[src/rtl/ctrl_pkg.sv]
// Shared types and constants for the multi-cycle controller: FSM states,
// opcode map, ALU function codes and default halt encoding.
package ctrl_pkg;

  typedef enum logic [2:0] {
    ST_IDLE   = 3'd0,
    ST_FETCH  = 3'd1,
    ST_DECODE = 3'd2,
    ST_EXEC   = 3'd3,
    ST_MEM    = 3'd4,
    ST_WB     = 3'd5,
    ST_HALT   = 3'd6
  } state_t;

  typedef enum logic [2:0] {
    OP_ADD   = 3'b000,
    OP_ROR   = 3'b001,
    OP_NAND  = 3'b010,
    OP_LOAD  = 3'b011,
    OP_STORE = 3'b100,
    OP_MOVE  = 3'b101,
    OP_BNE   = 3'b110,
    OP_SET   = 3'b111
  } opcode_t;

  localparam logic [2:0] ALU_ADD   = 3'b000;
  localparam logic [2:0] ALU_ROR   = 3'b001;
  localparam logic [2:0] ALU_NAND  = 3'b010;
  localparam logic [2:0] ALU_SUB   = 3'b011;
  localparam logic [2:0] ALU_PASSA = 3'b111;

  localparam logic [8:0] HALT_DEFAULT   = 9'h1FF;
  localparam int         MEM_TO_DEFAULT = 15;

  // Width of the MEM wait counter; a zero or one timeout still needs one bit.
  function automatic int cnt_width(input int n);
    return (n > 1) ? $clog2(n + 1) : 1;
  endfunction

endpackage

[src/rtl/ctrl_decode.sv]
// Combinational opcode decoder: maps the latched opcode to ALU controls,
// memory direction, write-back source and instruction class.
module ctrl_decode
  import ctrl_pkg::*;
#(
  parameter int OPCODE_W = 3,
  parameter int ALUOP_W  = 3
) (
  input  logic [OPCODE_W-1:0] opcode,
  output logic [ALUOP_W-1:0]  alu_op,
  output logic                alu_src,
  output logic                mem_write,
  output logic                mem_to_reg,
  output logic                is_mem,
  output logic                is_branch,
  output logic                illegal
);

  logic [2:0] op_lo;
  logic       op_hi_set;
  logic [2:0] aluop3;

  assign op_lo = opcode[2:0];

  // Opcode encodings beyond the eight defined ones are illegal.
  generate
    if (OPCODE_W > 3) begin : g_wide
      assign op_hi_set = |opcode[OPCODE_W-1:3];
    end else begin : g_narrow
      assign op_hi_set = 1'b0;
    end
  endgenerate

  always_comb begin
    aluop3     = ALU_ADD;
    alu_src    = 1'b0;
    mem_write  = 1'b0;
    mem_to_reg = 1'b0;
    is_mem     = 1'b0;
    is_branch  = 1'b0;
    illegal    = op_hi_set;
    case (opcode_t'(op_lo))
      OP_ADD:  aluop3 = ALU_ADD;
      OP_ROR:  aluop3 = ALU_ROR;
      OP_NAND: aluop3 = ALU_NAND;
      OP_LOAD: begin
        aluop3     = ALU_PASSA;
        is_mem     = 1'b1;
        mem_to_reg = 1'b1;
      end
      OP_STORE: begin
        aluop3    = ALU_PASSA;
        is_mem    = 1'b1;
        mem_write = 1'b1;
      end
      OP_MOVE: aluop3 = ALU_PASSA;
      OP_BNE: begin
        aluop3    = ALU_SUB;
        is_branch = 1'b1;
      end
      OP_SET: begin
        aluop3  = ALU_PASSA;
        alu_src = 1'b1;
      end
      default: illegal = 1'b1;
    endcase
  end

  assign alu_op = ALUOP_W'(aluop3);

endmodule

[src/rtl/multicycle_control.sv]
// Multi-cycle instruction sequencer: FETCH/DECODE/EXEC/MEM/WB control with
// data-memory handshake, MEM timeout, HALT detection and sticky done/err.
//
//   state  | meaning
//   IDLE   | waiting for start after reset
//   FETCH  | IR <= instr; halt encoding ends the program
//   DECODE | opcode latched; illegal opcode -> err, HALT
//   EXEC   | ALU controls; BNE resolves branch here
//   MEM    | mem_req held until mem_ready or timeout
//   WB     | register write, PC increment
//   HALT   | program ended; start restarts at FETCH
module multicycle_control
  import ctrl_pkg::*;
#(
  parameter int                 INSTR_W    = 9,
  parameter int                 OPCODE_W   = 3,
  parameter int                 ALUOP_W    = 3,
  parameter logic [INSTR_W-1:0] HALT_INSTR = INSTR_W'(HALT_DEFAULT),
  parameter int                 MEM_TO     = MEM_TO_DEFAULT
) (
  input  logic               clk,
  input  logic               rst_n,
  input  logic               start,
  input  logic [INSTR_W-1:0] instr,
  input  logic               alu_zero,
  input  logic               mem_ready,
  output logic               ir_load,
  output logic               pc_inc,
  output logic               pc_branch,
  output logic               ALUSrc,
  output logic [ALUOP_W-1:0] ALUOp,
  output logic               mem_req,
  output logic               MemWrite,
  output logic               MemtoReg,
  output logic               RegWrite,
  output logic               busy,
  output logic               done,
  output logic               err
);

  localparam int CNT_W = cnt_width(MEM_TO);

  state_t              state_q, state_d;
  logic [OPCODE_W-1:0] ir_op_q;
  logic [CNT_W-1:0]    cnt_q;
  logic                done_q, err_q;

  logic [ALUOP_W-1:0]  dec_aluop;
  logic                dec_alusrc, dec_memwrite, dec_memtoreg;
  logic                dec_mem, dec_branch, dec_illegal;

  logic                cnt_load, cnt_dec, mem_tc, set_err;

  // Only the opcode field is held here; operand fields live in the datapath IR.
  ctrl_decode #(
    .OPCODE_W(OPCODE_W),
    .ALUOP_W (ALUOP_W)
  ) u_decode (
    .opcode    (ir_op_q),
    .alu_op    (dec_aluop),
    .alu_src   (dec_alusrc),
    .mem_write (dec_memwrite),
    .mem_to_reg(dec_memtoreg),
    .is_mem    (dec_mem),
    .is_branch (dec_branch),
    .illegal   (dec_illegal)
  );

  // Down-counter loaded on MEM entry; terminal count on the last allowed stall.
  assign mem_tc = (MEM_TO != 0) && (cnt_q == CNT_W'(1));

  always_comb begin
    state_d   = state_q;
    ir_load   = 1'b0;
    pc_inc    = 1'b0;
    pc_branch = 1'b0;
    ALUSrc    = 1'b0;
    ALUOp     = '0;
    mem_req   = 1'b0;
    MemWrite  = 1'b0;
    MemtoReg  = 1'b0;
    RegWrite  = 1'b0;
    cnt_load  = 1'b0;
    cnt_dec   = 1'b0;
    set_err   = 1'b0;
    case (state_q)
      ST_IDLE: begin
        if (start) state_d = ST_FETCH;
      end
      ST_FETCH: begin
        ir_load = 1'b1;
        state_d = (instr == HALT_INSTR) ? ST_HALT : ST_DECODE;
      end
      ST_DECODE: begin
        if (dec_illegal) begin
          set_err = 1'b1;
          state_d = ST_HALT;
        end else begin
          state_d = ST_EXEC;
        end
      end
      ST_EXEC: begin
        ALUSrc = dec_alusrc;
        ALUOp  = dec_aluop;
        if (dec_branch) begin
          pc_branch = ~alu_zero;
          pc_inc    = alu_zero;
          state_d   = ST_FETCH;
        end else if (dec_mem) begin
          cnt_load = 1'b1;
          state_d  = ST_MEM;
        end else begin
          state_d = ST_WB;
        end
      end
      ST_MEM: begin
        // Address operands stay on the ALU for the whole access.
        ALUSrc   = dec_alusrc;
        ALUOp    = dec_aluop;
        mem_req  = 1'b1;
        MemWrite = dec_memwrite;
        if (mem_ready) begin
          if (dec_memwrite) begin
            pc_inc  = 1'b1;
            state_d = ST_FETCH;
          end else begin
            state_d = ST_WB;
          end
        end else if (mem_tc) begin
          set_err = 1'b1;
          state_d = ST_HALT;
        end else begin
          cnt_dec = 1'b1;
        end
      end
      ST_WB: begin
        RegWrite = 1'b1;
        MemtoReg = dec_memtoreg;
        pc_inc   = 1'b1;
        state_d  = ST_FETCH;
      end
      ST_HALT: begin
        if (start) state_d = ST_FETCH;
      end
      default: state_d = ST_IDLE;
    endcase
  end

  always_ff @(posedge clk or negedge rst_n) begin
    if (!rst_n) begin
      state_q <= ST_IDLE;
      ir_op_q <= '0;
      cnt_q   <= '0;
      done_q  <= 1'b0;
      err_q   <= 1'b0;
    end else begin
      state_q <= state_d;
      if (ir_load) ir_op_q <= instr[INSTR_W-1 -: OPCODE_W];
      if (cnt_load)     cnt_q <= CNT_W'(MEM_TO);
      else if (cnt_dec) cnt_q <= cnt_q - CNT_W'(1);
      if (set_err) err_q <= 1'b1;
      if (state_d == ST_HALT && state_q != ST_HALT) done_q <= 1'b1;
      else if (state_q == ST_HALT && start)         done_q <= 1'b0;
    end
  end

  assign busy = (state_q != ST_IDLE) && (state_q != ST_HALT);
  assign done = done_q;
  assign err  = err_q;

endmodule

[config.mk]
export PLATFORM = sky130hd
export DESIGN_NAME = multicycle_control
export DESIGN_NICKNAME = d
export VERILOG_FILES = /design/src/rtl/ctrl_pkg.sv /design/src/rtl/ctrl_decode.sv /design/src/rtl/multicycle_control.sv
export SDC_FILE = /design/constraint.sdc
export NUM_CORES = 1
export LEC_CHECK = 0
export ABC_AREA = 1
export ABC_CLOCK_PERIOD_IN_PS = 1400
export CAP_MARGIN = 20
export CORE_MARGIN = 2
export CORE_UTILIZATION = 29
export DETAILED_ROUTE_END_ITERATION = 7
export GPL_TIMING_DRIVEN = 0
export SKIP_CTS_REPAIR_TIMING = 1
export SLEW_MARGIN = 20
export SYNTH_ARGS = -nofsm -noshare
export SYNTH_HDL_FRONTEND = slang
export SYNTH_SLANG_ARGS = --single-unit
[constraint.sdc]
create_clock -name clk -period 1.4 [get_ports clk]
set_clock_uncertainty 0.15 [all_clocks]
set_input_delay 0.28 -clock clk [delete_from_list [all_inputs] [get_ports clk]]
set_output_delay 0.28 -clock clk [all_outputs]
set_load 0.005 [all_outputs]
==> impl_metrics.yaml, run 1 <==
# physical design summary
cells_and_area:
  nClkBuffers: 4
  lay_top_count: "nand2_1"
  logic_area_sq_um: 513
  nNonClkBuffers: 37
  sh_seq_area_pct: 23.6
  utilization_pct: 48.3
  num-fill-cells: 275
  final_area_sq_um: 1300
  comb_cells: 83
  layout-drive-gt1-share_pct: 34.8
  signal_buffer_area_fraction_pct: 24.5
  flop-count: 12
  final_nets: 175
  n_antenna_cell: 0
  biggestCellCategory: "combinational gates"
  nonClockInverterCount: 22
  final_cell_mix: "nand2_1, inv_1, clkdlybuf4s50_1"
  clk_share_pct: 2.80
routing:
  vias_per_cell: 4.74
  vias: 895
  drc_errors: 0
  dr.pass1.iters: 4
  drt_wl_total_um: 2140
  ant_nets: 0
  drt_iter0_drc: 20
  route.detailed.wl_per_inst_um: 11.3
yosys:
  synth_cell_type_count: 21
  ys_cells: 117
  top_area_cell: "dfrtp_1"
  post_synth.cell_area_avg_sq_um: 6.85
  postSynthSeqShare_pct: 37.4
  synthCells: 117
  synthTopCellsByCount: "nand2_1, inv_1, dfrtp_1"
  area_leaders: "dfrtp_1, nand2_1, inv_1"
  yosysTopAreaCellShare_pct: 37.4
  ys_warn_count: 0
  netlist_area_sq_um: 802
  numSynthFlops: 12
  edf_count: 0
  async_flop_share_pct: 100
  fp_nets: 133
  ys.flop_type: "dfrtp_1"
  top_cell: "nand2_1"
run:
  max_cap_violations: 0
  warnings: 29
critical_path:
  crit_buf_inv: 4
  crit_slowest_cell: "dfrtp_2"
  crit_chain: "buf_6 > nand2_4 > nor2_4 > inv_2 > nand2_2 > inv_4 > nor3_1 > buf_2"
  path_max_fanout: 4
  crit_type: "flop to output port"
  crit_path_end: "ALUSrc"
  worst-path-stages: 8
  rr_worst_depth: 7
  crit_path_end_kind: "output port"
  crit_path_start_kind: "flop"
  reg2reg_slack_ns: -0.18
  crit_path_start: "state_q[1]"
  cpLargestDelayFamily: "flip-flops"
  worstReg2RegEnd: "cnt_q[1]"
  required_ns: 0.97
  reg2reg_from: "state_q[0]"
  cpPeakStageDelay_ns: 0.43
  cp.arrival_ns: 1.50
global_route:
  antenna_found_initial: 0
  grt_start_max_net_pins: 13
  grt_usage_pct: 12.8
  grt_pass1_vias: 718
  grt_pass1_wl_um: 3150
  grt_overflow: 0
outcome:
  violations: "negative setup slack"
  outcome: "finished with violations"
floorplanning:
  taps: 31
  die-width_um: 56.6
  die-area_sq_um: 3200
  fp_util_pct: 29.9
  die_y_um: 56.6
  io_pins: 28
  rows: 19
  coreArea_sq_um: 2690
power:
  power.share.sequential_pct: 31.5
  seq_power_mw: 0.707
  p_per_area_nw_per_um2: 1730
  ir_worst_vdd_mv: 0.907
  switching_share_pct: 45.5
  power.total_mw: 2.24
  power_frac_comb_pct: 55.8
  p_int_mw: 1.22
  p_sw_mw: 1.02
  pg_comb_mw: 1.25
  clk-power_mw: 0.285
  top_power_group: "combinational cells"
clocking:
  cts_tree: "yes"
  cts_htree_levels: 1
  cts_sinks: 12
  clk_latency_ns: 0.28
  numCtsBuffers: 3
  clock_path_buffers: 2
final_timing:
  period_used_pct: 138
  setup_viol: 21
  worst_slew_pin_slew_ns: 0.573
  fin_tns_setup_ns: -5.95
  grt_setup_unrepaired: "yes"
  setup_ws_ns: -0.528
  worst_hold_slack_ns: 0.209
  hold_violations: 0
  drv_slew: 0
  fin_crit_ns: 1.93
min_path:
  min_path_type: "primary input to asynchronous set/reset pin"
place:
  placed_area_sq_um: 1120
  routabilityCongestion: 0.778
  pre_cts_ws_ns: -0.618
  placed_cells: 175
  io_buffers: 27
  dp_hpwl_um: 1530
-- run 1: layer usage --
layer	GRT usage (%)	wire length [um]
met2	20.4	1120
met4	6.12	24
met3	3.46	124
met5	0	0
met1	15.7	869
-- run 1: logic make-up after synthesis --
kind of cell | count (synthesis) | share of synthesized area (%)
AND/OR/NAND/NOR | 71 | 42.0
flip-flops | 12 | 37.4
AND-OR/OR-AND | 10 | 7.18
adder cells (fa/ha/maj) | 2 | 3.12
buffers and inverters | 22 | 10.3
-- run 1: registers in the layout, summed over array words and instances (netlist names) --
name     cells
err          1
done         1
cnt_q        4
ir_op_q      3
state_q      3
**Run 1: sequential cells coloured by netlist name**

Drawn at 4 px/um. Other sequential cells in the stronger grey, the rest of the logic in the fainter grey.
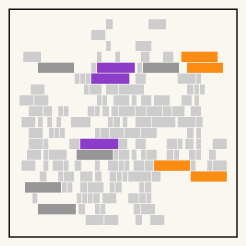
- orange: cnt_q (placed flops 4)
- purple: state_q (placed flops 3)
- not coloured: 5

**Run 1: zoomed window**

Window x 16 to 41, y 4 to 29 um. Cells in grey, sequential cells in the stronger grey; small squares are vias.
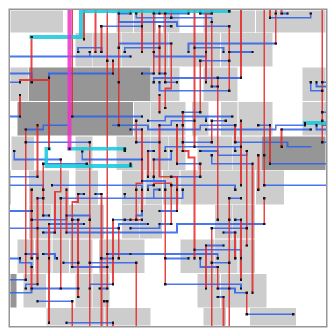
- magenta: metal 4
- cyan: metal 3
- red: metal 2
- blue: metal 1
- sequential cells in the window: 3
- most frequent: nand2_1 (8)
- cells with their middle in the window: 61

**Run 1: gate-type map**

Drawn at 4 px/um.
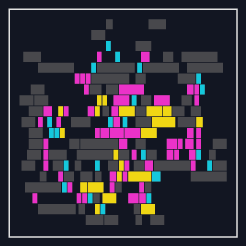
- cyan: inv cells (cells 22; most used inv_1)
- yellow: nor cells (cells 20; most used nor2_1)
- magenta: nand cells (cells 51; most used nand2_1)
logic share of the area: 39.6%
fin cells: 189

**Run 1: pin map**

Drawn at 8 px/um. Pins as bars across the die edge, other pins in grey.
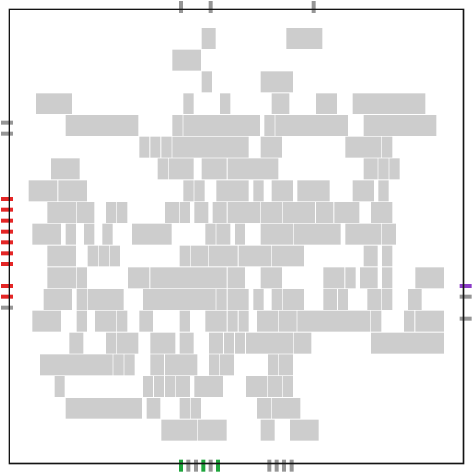

==> run 1 -> run 2 <==
Settings changed: PLACE_DENSITY from default to 0.57.
**Run 2: pin map**

Drawn at 8 px/um. Pins as bars across the die edge, other pins in grey.
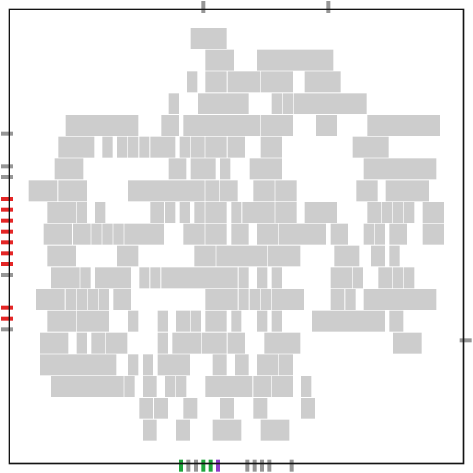
- red: instr (pins 9; direction input; edge west)
- green: ALUOp (pins 3; direction output; edge south)
- purple: mem_ready (pins 1; direction input; edge south)
- all pins by edge: 14 west, 11 south, 2 north, 1 east

**Run 2: congestion heat map**

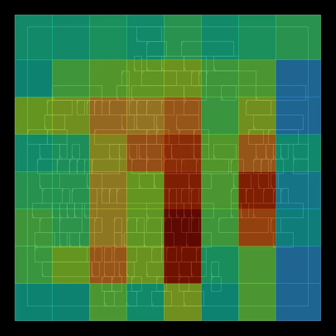
met3 Use GR: 4.38%
GRT Total Usage: 12.2%
met1 Use GR: 15.5%
met2 GRT Util: 19.6%

==> run 2 against run 1 <==
  * Die size is the same
  * Synthesized cell count did not move
  * Sequential cell count stayed put
  * The flow still finishes with violations (negative setup slack)
  * Clock power about the same
  * Critical path depth up 2
  * Cell area grew 5.9%
  * Setup slack got worse by 0.0075 ns
  * Count of clock-buffer cells in the layout did not move
==> impl_metrics.yaml, run 2 <==
# physical design summary
power:
  clk-power_mw: 0.286
  power_frac_comb_pct: 61.8
  switching_share_pct: 44.6
  ir_worst_vdd_mv: 0.965
  p_int_mw: 1.38
  pg_comb_mw: 1.54
  power.share.sequential_pct: 26.7
cells_and_area:
  nonClockInverterCount: 22
  final_nets: 181
  nNonClkBuffers: 43
  final_area_sq_um: 1370
  utilization_pct: 51.1
  lay_top_count: "nand2_1"
  comb_cells: 83
  nClkBuffers: 4
  largest_register_ffs: 4
  clk_share_pct: 2.64
  layout-drive-gt1-share_pct: 38.4
  num-fill-cells: 272
  signal_buffer_area_fraction_pct: 27.3
  sh_seq_area_pct: 22.3
  logic_area_sq_um: 528
  largest_register: "cnt_q"
  flop-count: 12
  comb_area_share_pct: 38.5
  n_antenna_cell: 0
  biggestCellCategory: "combinational gates"
  final_cell_mix: "nand2_1, inv_1, clkdlybuf4s50_1, buf_4"
final_timing:
  setup_viol: 19
  setup_ws_ns: -0.536
  fin_crit_ns: 1.94
  period_used_pct: 138
  grt_setup_unrepaired: "yes"
  worst_slew_pin_slew_ns: 0.624
place:
  pre_cts_ws_ns: -0.623
  io_buffers: 27
  placed_area_sq_um: 1120
critical_path:
  required_ns: 0.97
  crit_path_start_kind: "flop"
  crit_chain: "buf_6 > nand2_4 > nor2_4 > inv_2 > nand2_2 > inv_2 > nor2_4 > nand2_1 > inv_1 > clkbuf_2"
  cp.arrival_ns: 1.51
  worstReg2RegEnd: "done"
  crit_path_end: "ALUOp[2]"
  cpPeakStageDelay_ns: 0.47
  crit_slowest_cell: "dfrtp_2"
  crit_type: "flop to output port"
  reg2reg_slack_ns: -0.17
  reg2reg_from: "state_q[1]"
  cpLargestDelayFamily: "flip-flops"
  crit_path_end_kind: "output port"
  worst-path-stages: 10
clocking:
  cts_sinks: 12
  clk_latency_ns: 0.28
  cts_tree: "yes"
  clock_path_buffers: 2
  cts_htree_levels: 1
  numCtsBuffers: 3
yosys:
  synthCells: 117
  synth_cell_type_count: 21
  synthTopCellsByCount: "nand2_1, inv_1, dfrtp_1"
  fp_nets: 133
  area_leaders: "dfrtp_1, nand2_1, inv_1"
  edf_count: 0
  ys_cells: 117
  async_flop_share_pct: 100
  netlist_area_sq_um: 802
  ys.flop_type: "dfrtp_1"
  top_area_cell: "dfrtp_1"
  numSynthFlops: 12
  post_synth.cell_area_avg_sq_um: 6.85
  ys_warn_count: 0
routing:
  dr.pass1.iters: 4
  drt_iter0_drc: 30
  route.detailed.wl_per_inst_um: 11.6
  drt_wl_total_um: 2270
  drc_errors: 0
floorplanning:
  coreArea_sq_um: 2690
  taps: 31
  die-width_um: 56.6
  fp_util_pct: 29.9
  rows: 19
  die_y_um: 56.6
  die-area_sq_um: 3200
outcome:
  outcome: "finished with violations"
  violations: "negative setup slack"
global_route:
  grt_pass1_vias: 757
  grt_overflow: 0
  grt_start_max_net_pins: 13
  antenna_found_initial: 0
min_path:
  min_path_type: "primary input to asynchronous set/reset pin"
run:
  warnings: 29
  max_cap_violations: 0
[run 2: layer usage]
metal  wire length [um]  vias up  share of wire [%]  GRT usage, %
met5                  0        -                  0             0
met4                 26        0                1.1          3.40
met3                127        4                5.6          4.38
met2               1200       25                 53          19.6
met1                916      421                 40          15.5
li1                   -      464                  -             -
[run 2: metrics by stage]
stage	cells	setup TNS (ns)	hold WS [ns]
after floorplan	117	-0.0307	-0.166
after CTS	179	-10.0	0.239
after global placement	175	-6.58	0.304
after global routing	195	-6.89	0.256
final	195	-5.31	0.234
after detailed placement	175	-6.71	0.304
[run 2: cell families after synthesis]
| kind of cell | after synthesis | synth area share (%) |
|---|---|---|
| flops | 12 | 37.4 |
| compound gates | 10 | 7.18 |
| buf+inv | 22 | 10.3 |
| simple gates | 71 | 42.0 |
| fa+ha+maj | 2 | 3.12 |
Power figures rest on the tool's default switching activity, not on a simulated workload.
